===== config.mk =====
export PLATFORM = sky130hd
export DESIGN_NAME = wb_uart_fifo
export DESIGN_NICKNAME = d
export VERILOG_FILES = /design/src/rtl/wb_uart_fifo.sv
export SDC_FILE = /design/constraint.sdc
export NUM_CORES = 1
export LEC_CHECK = 0
export CAP_MARGIN = 15
export CORE_MARGIN = 10
export CORE_UTILIZATION = 50
export DETAILED_ROUTE_END_ITERATION = 7
export PLACE_DENSITY = 0.75
export SYNTH_ARGS = -nofsm -noshare
export SYNTH_HDL_FRONTEND = slang
export SYNTH_HIERARCHICAL = 1
export SYNTH_SLANG_ARGS = --single-unit

===== constraint.sdc =====
create_clock -name clk -period 4.3 [get_ports clk]
set_clock_uncertainty 0.15 [all_clocks]
set_input_delay 0.86 -clock clk [delete_from_list [all_inputs] [get_ports clk]]
set_output_delay 0.86 -clock clk [all_outputs]
set_load 0.05 [all_outputs]

===== src/rtl/wb_uart_fifo.sv =====
// Wishbone B3 classic UART with TX/RX FIFOs, programmable baud divisor,
// sticky error flags and a registered level interrupt.

module wb_uart_fifo_buf #(
    parameter int DEPTH = 16
) (
    input  logic                     clk,
    input  logic                     rst_n,
    input  logic                     push_i,
    input  logic                     pop_i,
    input  logic [7:0]               wdata_i,
    output logic [7:0]               rdata_o,
    output logic                     full_o,
    output logic                     empty_o,
    output logic [$clog2(DEPTH):0]   count_o
);
    localparam int AW = $clog2(DEPTH);

    logic [7:0]  mem_q [DEPTH];
    logic [AW:0] wp_q, wp_d, rp_q, rp_d;
    logic        do_push, do_pop;

    assign count_o = wp_q - rp_q;
    assign full_o  = (count_o == (AW+1)'(DEPTH));
    assign empty_o = (count_o == '0);
    assign rdata_o = mem_q[rp_q[AW-1:0]];
    // A push on full is dropped even when a pop happens in the same cycle.
    assign do_push = push_i & ~full_o;
    assign do_pop  = pop_i & ~empty_o;

    always_comb begin
        wp_d = do_push ? wp_q + 1'b1 : wp_q;
        rp_d = do_pop  ? rp_q + 1'b1 : rp_q;
    end

    always_ff @(posedge clk or negedge rst_n) begin
        if (!rst_n) begin
            wp_q <= '0;
            rp_q <= '0;
        end else begin
            wp_q <= wp_d;
            rp_q <= rp_d;
        end
    end

    always_ff @(posedge clk) begin
        if (do_push) mem_q[wp_q[AW-1:0]] <= wdata_i;
    end
endmodule

// state     | meaning
// TX_IDLE   | line high, waiting for TX FIFO data
// TX_START  | driving start bit
// TX_DATA   | shifting 8 data bits LSB-first
// TX_STOP   | driving stop bit
// RX_IDLE   | waiting for falling edge on synchronised rx
// RX_START  | half-bit wait, then start-bit validation
// RX_DATA   | sampling 8 data bits
// RX_STOP   | sampling stop bit
// RX_WAIT   | framing error, waiting for line high
module wb_uart_fifo #(
    parameter int FIFO_DEPTH = 16,
    parameter int DIV_RESET  = 434,
    parameter int DIV_W      = 16
) (
    input  logic        clk,
    input  logic        rst_n,
    input  logic [31:0] wb_adr_i,
    input  logic [31:0] wb_dat_i,
    output logic [31:0] wb_dat_o,
    input  logic        wb_we_i,
    input  logic        wb_stb_i,
    input  logic        wb_cyc_i,
    output logic        wb_ack_o,
    output logic        tx,
    input  logic        rx,
    output logic        irq
);
    localparam int CW = $clog2(FIFO_DEPTH) + 1;
    localparam logic [DIV_W-1:0] ONE     = DIV_W'(1);
    localparam logic [DIV_W-1:0] DIV_MIN = DIV_W'(4);

    typedef enum logic [1:0] {TX_IDLE, TX_START, TX_DATA, TX_STOP} tx_state_t;
    typedef enum logic [2:0] {RX_IDLE, RX_START, RX_DATA, RX_STOP, RX_WAIT} rx_state_t;

    logic             ack_q, ack_d, irq_q, irq_d;
    logic [31:0]      dat_q, dat_d, rd_data;
    logic [DIV_W-1:0] div_q, div_d, div_in;
    logic [1:0]       irq_en_q, irq_en_d, adr;
    logic [2:0]       flags_q, flags_d;
    logic             req, wr, rd, tx_push, rx_pop, tx_busy;
    logic             tx_ovf_set, rx_ovr_set, frm_set;

    logic             tx_full, tx_empty, tx_pop;
    logic [7:0]       tx_rdata;
    logic [CW-1:0]    tx_count;
    logic             rx_full, rx_empty, rx_push;
    logic [7:0]       rx_rdata;
    logic [CW-1:0]    rx_count;

    tx_state_t        tx_state_q, tx_state_d;
    logic [DIV_W-1:0] tx_cnt_q, tx_cnt_d, tx_div_q, tx_div_d;
    logic [7:0]       tx_sh_q, tx_sh_d;
    logic [2:0]       tx_bit_q, tx_bit_d;
    logic             tx_q, tx_d;

    rx_state_t        rx_state_q, rx_state_d;
    logic [DIV_W-1:0] rx_cnt_q, rx_cnt_d, rx_div_q, rx_div_d;
    logic [7:0]       rx_sh_q, rx_sh_d;
    logic [2:0]       rx_bit_q, rx_bit_d;
    logic [1:0]       rx_sync_q;
    logic             rx_prev_q, rx_s;

    logic             unused_ok;
    assign unused_ok = ^{wb_adr_i, wb_dat_i, tx_count};

    assign req      = wb_stb_i & wb_cyc_i & ~ack_q;
    assign wr       = req & wb_we_i;
    assign rd       = req & ~wb_we_i;
    assign adr      = wb_adr_i[3:2];
    assign tx_push  = wr & (adr == 2'd0);
    assign rx_pop   = rd & (adr == 2'd0);
    assign div_in   = wb_dat_i[DIV_W-1:0];
    assign tx_busy  = (tx_state_q != TX_IDLE) | ~tx_empty;
    assign tx_ovf_set = tx_push & tx_full;
    assign rx_s     = rx_sync_q[1];

    assign wb_ack_o = ack_q;
    assign wb_dat_o = dat_q;
    assign tx       = tx_q;
    assign irq      = irq_q;

    wb_uart_fifo_buf #(.DEPTH(FIFO_DEPTH)) u_txf (
        .clk(clk), .rst_n(rst_n), .push_i(tx_push), .pop_i(tx_pop),
        .wdata_i(wb_dat_i[7:0]), .rdata_o(tx_rdata), .full_o(tx_full),
        .empty_o(tx_empty), .count_o(tx_count)
    );

    wb_uart_fifo_buf #(.DEPTH(FIFO_DEPTH)) u_rxf (
        .clk(clk), .rst_n(rst_n), .push_i(rx_push), .pop_i(rx_pop),
        .wdata_i(rx_sh_q), .rdata_o(rx_rdata), .full_o(rx_full),
        .empty_o(rx_empty), .count_o(rx_count)
    );

    always_comb begin
        rd_data = '0;
        case (adr)
            2'd0: rd_data = rx_empty ? 32'd0 : {24'd0, rx_rdata};
            2'd1: begin
                rd_data[23:16] = 8'(rx_count);
                rd_data[7:0]   = {flags_q, tx_busy, rx_full, rx_empty, tx_empty, tx_full};
            end
            2'd2: rd_data = 32'(div_q);
            default: rd_data = {30'd0, irq_en_q};
        endcase
    end

    always_comb begin
        ack_d    = req;
        dat_d    = rd ? rd_data : dat_q;
        div_d    = div_q;
        irq_en_d = irq_en_q;
        flags_d  = flags_q;
        if (wr && adr == 2'd2) div_d = (div_in < DIV_MIN) ? DIV_MIN : div_in;
        if (wr && adr == 2'd3) irq_en_d = wb_dat_i[1:0];
        if (wr && adr == 2'd1) flags_d = flags_q & ~wb_dat_i[7:5];
        flags_d = flags_d | {tx_ovf_set, frm_set, rx_ovr_set};
        irq_d = (irq_en_q[0] & ~rx_empty) | (irq_en_q[1] & ~tx_busy)
              | ((|flags_q) & (|irq_en_q));
    end

    always_comb begin
        tx_state_d = tx_state_q;
        tx_cnt_d   = tx_cnt_q;
        tx_div_d   = tx_div_q;
        tx_sh_d    = tx_sh_q;
        tx_bit_d   = tx_bit_q;
        tx_d       = tx_q;
        tx_pop     = 1'b0;
        if (tx_state_q != TX_IDLE) tx_cnt_d = tx_cnt_q - ONE;
        case (tx_state_q)
            TX_START: if (tx_cnt_q == '0) begin
                tx_state_d = TX_DATA;
                tx_cnt_d   = tx_div_q - ONE;
                tx_d       = tx_sh_q[0];
                tx_bit_d   = 3'd0;
            end
            TX_DATA: if (tx_cnt_q == '0) begin
                tx_cnt_d = tx_div_q - ONE;
                if (tx_bit_q == 3'd7) begin
                    tx_state_d = TX_STOP;
                    tx_d       = 1'b1;
                end else begin
                    tx_sh_d  = tx_sh_q >> 1;
                    tx_d     = tx_sh_q[1];
                    tx_bit_d = tx_bit_q + 3'd1;
                end
            end
            TX_STOP: if (tx_cnt_q == '0) tx_state_d = TX_IDLE;
            default: ;
        endcase
        // Loading at the last stop cycle makes back-to-back frames gapless.
        if ((tx_state_q == TX_IDLE || (tx_state_q == TX_STOP && tx_cnt_q == '0)) && !tx_empty) begin
            tx_pop     = 1'b1;
            tx_sh_d    = tx_rdata;
            tx_div_d   = div_q;
            tx_cnt_d   = div_q - ONE;
            tx_d       = 1'b0;
            tx_state_d = TX_START;
        end
    end

    always_comb begin
        rx_state_d = rx_state_q;
        rx_cnt_d   = rx_cnt_q;
        rx_div_d   = rx_div_q;
        rx_sh_d    = rx_sh_q;
        rx_bit_d   = rx_bit_q;
        rx_push    = 1'b0;
        rx_ovr_set = 1'b0;
        frm_set    = 1'b0;
        if (rx_state_q != RX_IDLE && rx_state_q != RX_WAIT) rx_cnt_d = rx_cnt_q - ONE;
        case (rx_state_q)
            RX_IDLE: if (rx_prev_q && !rx_s) begin
                rx_div_d   = div_q;
                rx_cnt_d   = (div_q >> 1) - ONE;
                rx_state_d = RX_START;
            end
            RX_START: if (rx_cnt_q == '0) begin
                if (rx_s) begin
                    rx_state_d = RX_IDLE;
                end else begin
                    rx_cnt_d   = rx_div_q - ONE;
                    rx_bit_d   = 3'd0;
                    rx_state_d = RX_DATA;
                end
            end
            RX_DATA: if (rx_cnt_q == '0) begin
                rx_sh_d  = {rx_s, rx_sh_q[7:1]};
                rx_cnt_d = rx_div_q - ONE;
                if (rx_bit_q == 3'd7) rx_state_d = RX_STOP;
                else                  rx_bit_d   = rx_bit_q + 3'd1;
            end
            RX_STOP: if (rx_cnt_q == '0) begin
                if (rx_s) begin
                    rx_push    = 1'b1;
                    rx_ovr_set = rx_full;
                    rx_state_d = RX_IDLE;
                end else begin
                    frm_set    = 1'b1;
                    rx_state_d = RX_WAIT;
                end
            end
            RX_WAIT: if (rx_s) rx_state_d = RX_IDLE;
            default: rx_state_d = RX_IDLE;
        endcase
    end

    always_ff @(posedge clk or negedge rst_n) begin
        if (!rst_n) begin
            ack_q      <= 1'b0;
            dat_q      <= '0;
            irq_q      <= 1'b0;
            div_q      <= DIV_W'(DIV_RESET);
            irq_en_q   <= '0;
            flags_q    <= '0;
            tx_state_q <= TX_IDLE;
            tx_cnt_q   <= '0;
            tx_div_q   <= '0;
            tx_sh_q    <= '0;
            tx_bit_q   <= '0;
            tx_q       <= 1'b1;
            rx_state_q <= RX_IDLE;
            rx_cnt_q   <= '0;
            rx_div_q   <= '0;
            rx_sh_q    <= '0;
            rx_bit_q   <= '0;
            rx_sync_q  <= 2'b11;
            rx_prev_q  <= 1'b1;
        end else begin
            ack_q      <= ack_d;
            dat_q      <= dat_d;
            irq_q      <= irq_d;
            div_q      <= div_d;
            irq_en_q   <= irq_en_d;
            flags_q    <= flags_d;
            tx_state_q <= tx_state_d;
            tx_cnt_q   <= tx_cnt_d;
            tx_div_q   <= tx_div_d;
            tx_sh_q    <= tx_sh_d;
            tx_bit_q   <= tx_bit_d;
            tx_q       <= tx_d;
            rx_state_q <= rx_state_d;
            rx_cnt_q   <= rx_cnt_d;
            rx_div_q   <= rx_div_d;
            rx_sh_q    <= rx_sh_d;
            rx_bit_q   <= rx_bit_d;
            rx_sync_q  <= {rx_sync_q[0], rx};
            rx_prev_q  <= rx_s;
        end
    end
endmodule


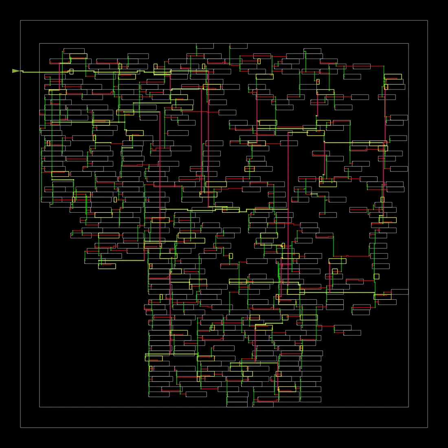
(clock nets)
clock network power consumption: 3.75 mW
total clock buffers created by CTS: 44
clock tree buffer count of the final layout: 60
Num Clock Sinks: 415
clock latency reported for the late side of the worst-skew pair: 0.57 ns

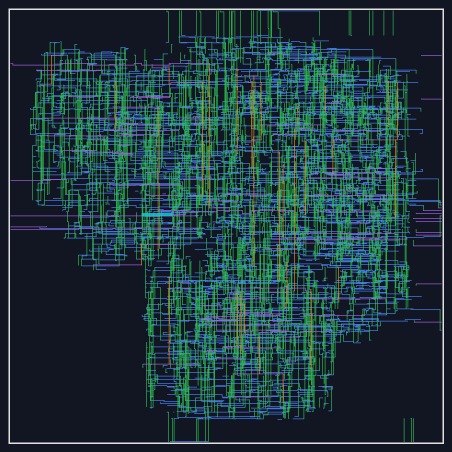
(signal wires by layer)
(2 px per µm)
Key: orange = M4 [wire length 1,030 µm]; cyan = M5 [wire length 13.8 µm]; blue = M1 [wire length 18,000 µm]; green = M2 [wire length 20.9 mm]; purple = M3 [wire length 2,240 µm]
via count: 11.9k
gr usage total: 18.0%
aggregate routed wire length: 42.2 mm

[power by group through the flow]
stage	registers, mW	clock network, mW	logic (mW)
3_5_place_dp	5.35	0	3.90
6_report	5.30	3.75	3.93
5_1_grt	5.37	3.98	4.35
2_1_floorplan	5.23	0	3.05
4_1_cts	5.29	3.82	3.93
3_3_place_gp	5.33	0	3.80
[placed cells by master (no fill, tap or decap), types with 18 or more instances in the layout]
cell / count
nand2_1: 243
and3_1: 47
nor3_1: 31
xor2_1: 46
a21oi_1: 20
mux2_2: 28
buf_4: 31
nor2_1: 59
inv_1: 30
mux2i_1: 24
nand3_1: 33
clkdlybuf4s50_1: 46
dfrtp_1: 148
mux4_2: 64
clkbuf_16: 44
edfxtp_1: 256
xnor2_1: 48
a31oi_1: 18
nor4_1: 21
o21ai_0: 46
ha_1: 36
==> run notes <==
The full implementation flow was run.

After layout, the inverter instance count without clock inverters stands at 33. The maximum root-to-sink buffer count stands at 3. The tool warning count for the run is 85. The number of I/O pins stands at 105. The number of nets in the final layout stands at about 1.6k. TritonCTS built the clock tree. The floorplan core density stands at between 50% and 60%.

Global route summary, busiest routing layer listed as met2. The number of filler cells placed in the layout stands at around 3.0k. The met2 layer usage reported by global route stands at 29.8%. Following the worst setup path forward leads to its endpoint at u_txf/rp_q[1]. In this run, the combinational gates consume roughly 30% of the power. The worst setup path is launched from a flop. The clock H-tree reported by CTS has 2 levels.

The number of sequential cells reported for the layout is around 420. Hold repair after CTS inserted 0 buffers. The setup TNS stands at 0 ns. Setup repair after global routing left no endpoint under its margin.

Multi-input logic gates represent a cell area share of 32.5%. Before CTS, the worst setup slack after placement is 0.622 ns. The run finished with clean final reports.

Non-clock buffering takes up 3.37% of total cell area after layout. The biggest slice of the area belongs to flip-flops and latches. The switching power share of the total stands at around a third. The number of antenna violations at the first check in global routing is 2. The detailed route wirelength on metal3 stands at 2.24 mm. The iteration count recorded for the first detailed-route pass is 5. The tool flagged a number of max-cap violations equal to 0. Counting tap cells, the placed design contains a total of 1,982 instances. The share of total power in sequential cells stands at about 41%. The layout overhead on the synthesized area stands at 12.5%. Of the total standard cell area in the layout, the sequential portion is between 50% and 60%. In the post-route analysis, the smallest setup slack over all paths is 0.582 ns. The number of non-filler instances in the completed layout stands at 2,066. The number of ordinary and repair buffers in the finished layout stands at 80.

The total leakage power stands at around 8.5 nW. VDD sags by at most approximately 0.00036 V. The clock network power share stands at 28.9%.

The routed wirelength on the met1 layer is recorded as 18.0 mm. The flow inserted between 500 and 600 tap cells. The count of buffers inserted at the top-level ports stands at ~47. Derived from the worst setup path, the maximum achievable clock frequency is 269 MHz. Global routing consumed, on the met3 layer, 2.86% of the routing resources. For the worst reg-to-reg path, the startpoint reported by OpenROAD is u_txf/rp_q[3].
Power is estimated from default activity; no workload was simulated.
